Design mem_port_arbiter_flat, sky130hd; sources not shown.
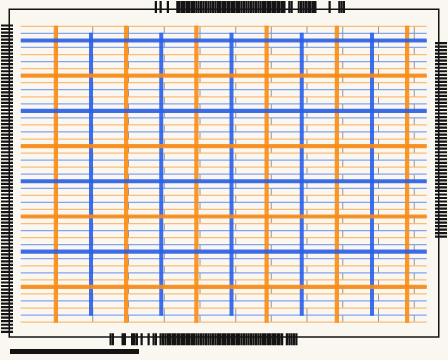
Fig. 1. Floorplan with the power grid (run 1).
The bar under the picture is 50 µm long. Pins as bars on the die edge. Tap cells in grey.
colour	net
orange	VSS
blue	VDD
met5 straps	8
rows	42
maximum VDD drop: 0.0001661 V
Horiz. Die Dim: 165.3 µm

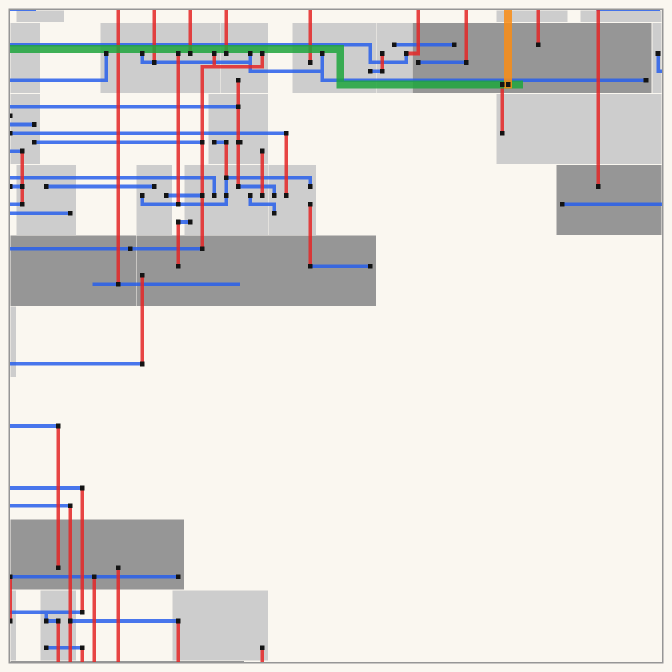
Fig. 2. Close-up of the layout (run 1).
Window x 112 to 137, y 19 to 44 µm. Cells in grey, sequential cells in the stronger grey; small squares are vias.
colour	layer
red	metal 2
green	metal 3
orange	metal 4
blue	metal 1
cells with their middle in the window	17
most frequent	dfrtp_1 (4), nor2_1 (2), nor3_1 (2)
sequential cells in the window	4

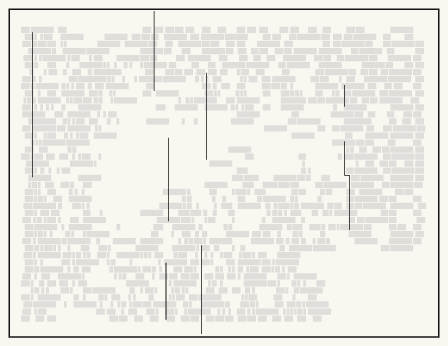
Fig. 3. M4 wires (run 1).
share of all routed wire	1.3%
longest straight run	55.8 µm
main direction	vertical
wire length on this layer	251 µm
via count: 5,500
drt total wl: 19,400 µm

==> flow_summary.yaml, run 1 <==
# generated from flow reports
status:
  outcome: "complete, no violations"
sta:
  rsz0062_at_grt: "false"
  period_used_pct: 46.61
  max_freq_mhz: 204.3
  slew_violations: 0
  relSlewSlack_pct: 42.99
layout:
  syn_to_final_growth_pct: 60.28
  fill_cells: 1611
  mostFrequentLayoutCell: "clkdlybuf4s50_1"
pwr:
  comb_power_share_pct: 55.8
  power_mw: 3.728
  p_comb_mw: 2.08
  p_sw_share_pct: 48.13
  pg_clk_mw: 0.641
cts:
  numCtsBuffers: 17
  cts_tree: "done"
  cts_max_level: 4
  cts_root_buf: "clkbuf_16"
grt:
  grt_max_degree: 96
  grt_pass1_vias: 5656
  grt.overflow.total: 0
  grt_pass1_wl_um: 30270
synthesis:
  edf_count: 0
  flop_cell: "dfrtp_1"
  ys_types: 41
worst_setup_path:
  crit_cells: 1
  max_stage_delay_ns: 0.87
  critical_path_buf_inv_count: 1
  criticalPathCategory: "flop to primary output"
  crit_chain: "clkdlybuf4s50_1"
floorplan:
  fp.coreArea_mm2: 0.01792
  dieArea_mm2: 0.02083
placed_design:
  gp_congestion: 0.8137
drt:
  wl_per_cell_um: 17.20
  drt-initial-drc-count: 319
flow_run:
  max-cap-violations: 0
[run 1: per-stage QoR]
step	utilization, %	setup WS (ns)	instances
6_report	54.80	5.606	1128
5_1_grt	54.80	5.546	1128
4_1_cts	54.80	5.577	1128
3_5_place_dp	51.37	5.351	1096
3_3_place_gp	51.19	1.063	1095
2_1_floorplan	-	3.214	579
[run 1: Yosys cell counts, drive strengths merged (2+ instances only)]
library cell / number / area share (%)
nand3: 38 / 3.1
a211o: 3 / 0.43
nand4: 2 / 0.31
o31ai: 2 / 0.41
buf: 21 / 1.7
nand2: 143 / 8.8
nor2b: 2 / 0.25
nor3: 4 / 0.33
nor2: 38 / 2.4
o211ai: 2 / 0.24
o41ai: 3 / 0.67
a21oi: 4 / 0.33
clkbuf: 21 / 1.3
a31oi: 33 / 3.4
and2: 3 / 0.31
dfrtp: 150 / 61
a22o: 64 / 9.1
a21o: 2 / 0.24
o21ai: 14 / 1.3
and3: 4 / 0.41
inv: 6 / 0.37
ha: 9 / 1.8
[run 1: logic make-up after synthesis]
kind of cell | count (synthesis) | synth area share (%)
and+or+nand+nor | 237 | 16.21
AOI/OAI and AO/OA | 133 | 16.97
DFF | 150 | 61.26
muxes | 1 | 0.1838
xor gates and xnor gates | 1 | 0.1430
adders and majority gates | 9 | 1.838
buffers and inverters | 48 | 3.390
[run 1: layout make-up]
type                       count  area, µm²  area share (%)
timing repair buffer         275       2770           28.21
tap                          242      302.8           3.083
sequential                   150       3754           38.22
clock inverter                15      190.2           1.937
buffer                        42      185.2           1.886
inverter                       6      27.53          0.2803
clock buffer                  17      425.4           4.332
multi-input combinational    381       2166           22.05
[run 1: per-layer routing]
layer	global-route usage [%]	wire, µm
met3	8.230	2009
met4	5.432	251
met1	23.08	8072
met5	0	0
met2	29.44	9071
==> run 1 -> run 2 <==
- ABC_CLOCK_PERIOD_IN_PS: 10500 -> 4900
- CORE_UTILIZATION: 33 -> 31
- PLACE_DENSITY: 0.95 -> 0.92
- clock period: 10.5 -> 4.9 ns (I/O delays scaled with it)
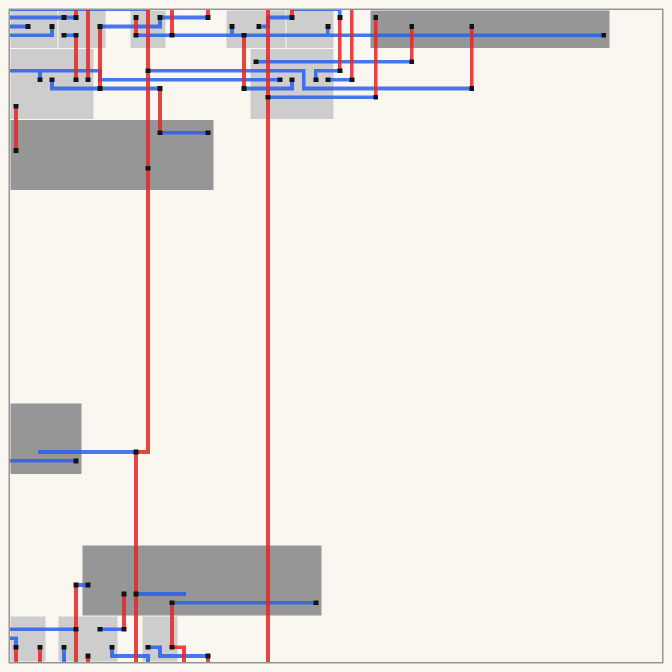
Fig. 4. Close-up of the layout (run 2).
Window x 115 to 140, y 20 to 45 µm. Cells in grey, sequential cells in the stronger grey; small squares are vias.
colour	layer
red	metal 2
blue	metal 1
sequential cells in the window	3
cells with their middle in the window	13
most frequent	dfrtp_1 (3)

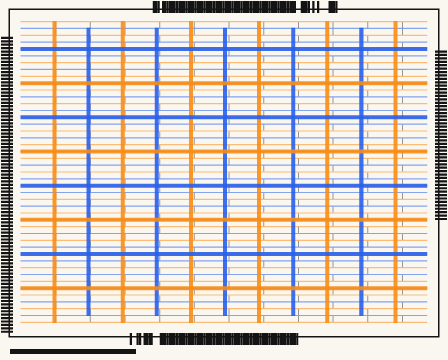
Fig. 5. Floorplan with the power grid (run 2).
The bar under the picture is 50 µm long. Pins as bars on the die edge. Tap cells in grey.
colour	net
orange	VSS
blue	VDD
rows	44
tap cells	253
met5 straps	8
met4 straps	11
signal pins	275
die height: 129.8 µm
core box area: 0.01938 mm²
Horiz. Die Dim: 170.3 µm

==> run 2 against run 1 <==
Compared with the run above: clock power rose by 120%; hold slack improved by 0.0013 ns; power rose by 120%; count of clock-buffer cells in the layout did not move; area after synthesis did not move; register-to-register slack got worse by 5.6 ns; combinational power rose by 110%; die area rose by 6.1%; critical endpoint unchanged; highest routed layer unchanged.
==> flow_summary.yaml, run 2 <==
# generated from flow reports
status:
  outcome: "complete, no violations"
pwr:
  p_sw_share_pct: 48.20
  power_mw: 8.031
  leakagePower_nw: 4.464
  power.share.clock_pct: 17.6
  comb_power_share_pct: 55.6
  pwr-share-seq_pct: 26.9
synthesis:
  flop_cell: "dfrtp_1"
  postSynthCellCount: 579
  synth_top_cell_by_count: "dfrtp_1"
  ys_types: 41
  top_cells_by_area: "dfrtp_1, a22o_1, nand2_1"
  common_cells: "dfrtp_1, nand2_1, a22o_1"
  top_area_cell: "dfrtp_1"
  ys_warn_count: 0
  yosysTopAreaCellShare_pct: 61.26
  edf_count: 0
placed_design:
  gp_congestion: 0.7921
  post-place-ws_ns: 1.303
  dp_cells: 1110
worst_setup_path:
  criticalPathCategory: "flop to primary output"
  crit_cells: 1
  crit_chain: "clkdlybuf4s50_1"
  critical_path_buf_inv_count: 1
layout:
  final-seq-area_mm2: 0.003754
  logic_area_mm2: 0.002166
  final_nets: 1023
  mostFrequentLayoutCell: "clkdlybuf4s50_1"
  finalNonFillerCells: 1142
  fin_util_pct: 51.10
  syn_to_final_growth_pct: 61.61
  fill_cells: 1773
sta:
  max_freq_mhz: 311.0
  setup_slack_ns: 1.685
  relSlewSlack_pct: 60.53
  slew_violations: 0
  rsz0062_at_grt: "false"
  period_used_pct: 65.61
grt:
  grt_pass1_wl_um: 31080
  grt.overflow.total: 0
  grt_max_degree: 42
  grt_pass1_vias: 5565
cts:
  cts_max_level: 4
  numCtsBuffers: 17
flow_run:
  max-cap-violations: 0
drt:
  drt-initial-drc-count: 356
floorplan:
  dieArea_mm2: 0.02210
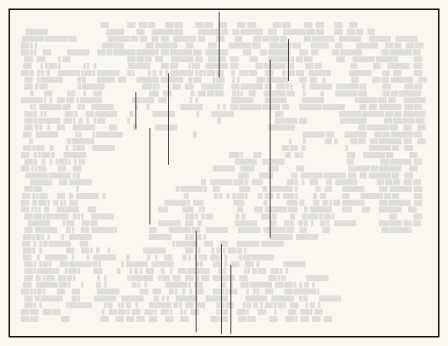
Fig. 6. M4 wires (run 2).
wire length on this layer	304 µm
longest straight run	70.7 µm
nets with wire on the layer	7
via count: 5,514
drt total wl: 19,780 µm

run 2: cell count changes in the layout (fill, tap and decap cells not counted), sizes merged:
| cell | change |
|---|---|
| buf | +3 |
| clkinv | -1 |
| inv | +1 |
run 2: layout make-up:
cell class / count / area share [%]
inverters: 6 / 0.2654
multi-input cells: 381 / 21.87
well taps: 253 / 3.197
flip-flops and latches: 150 / 37.91
plain buffers: 42 / 1.870
clock buffers: 17 / 4.296
clock inverters: 15 / 2.085
repair buffers: 278 / 28.51
run 2: power groups by stage:
stage	Clock [mW]	Combinational [mW]	Sequential [mW]
global placement	0	4.46	2.15
finish	1.41	4.46	2.16
global route	1.50	4.72	2.23
floorplan	0	1.02	4.02
CTS	1.44	4.51	2.16
detailed placement	0	4.50	2.17
run 2: per-layer routing:
layer | share of wire [%] | vias up | GRT usage [%] | wire length [µm]
met5 | 0 | - | 0 | 0
met3 | 9.2 | 23 | 7.026 | 1818
met2 | 47 | 198 | 28.09 | 9208
met4 | 1.5 | 0 | 5.117 | 303
met1 | 43 | 2669 | 23.38 | 8443
li1 | - | 2624 | - | -
run 2: cells by family (layout without fill, tap and decap cells):
kind of cell | count (synthesis) | after routing | share of synthesized area, %
xor+xnor | 1 | 1 | 0.1430
compound gates | 133 | 133 | 16.97
simple gates | 237 | 237 | 16.21
fa+ha+maj | 9 | 9 | 1.838
mux | 1 | 1 | 0.1838
buf+inv | 48 | 358 | 3.390
flops | 150 | 150 | 61.26
run 2: stage by stage:
step           cell area [µm²]  hold WS, ns
3_3_place_gp              9190       0.3406
6_report                  9902       0.3581
4_1_cts                   9902       0.3614
2_1_floorplan             6131       0.3540
3_5_place_dp              9270       0.3483
5_1_grt                   9902       0.3844
No activity file was given, so power comes from the tool's default toggle rates.
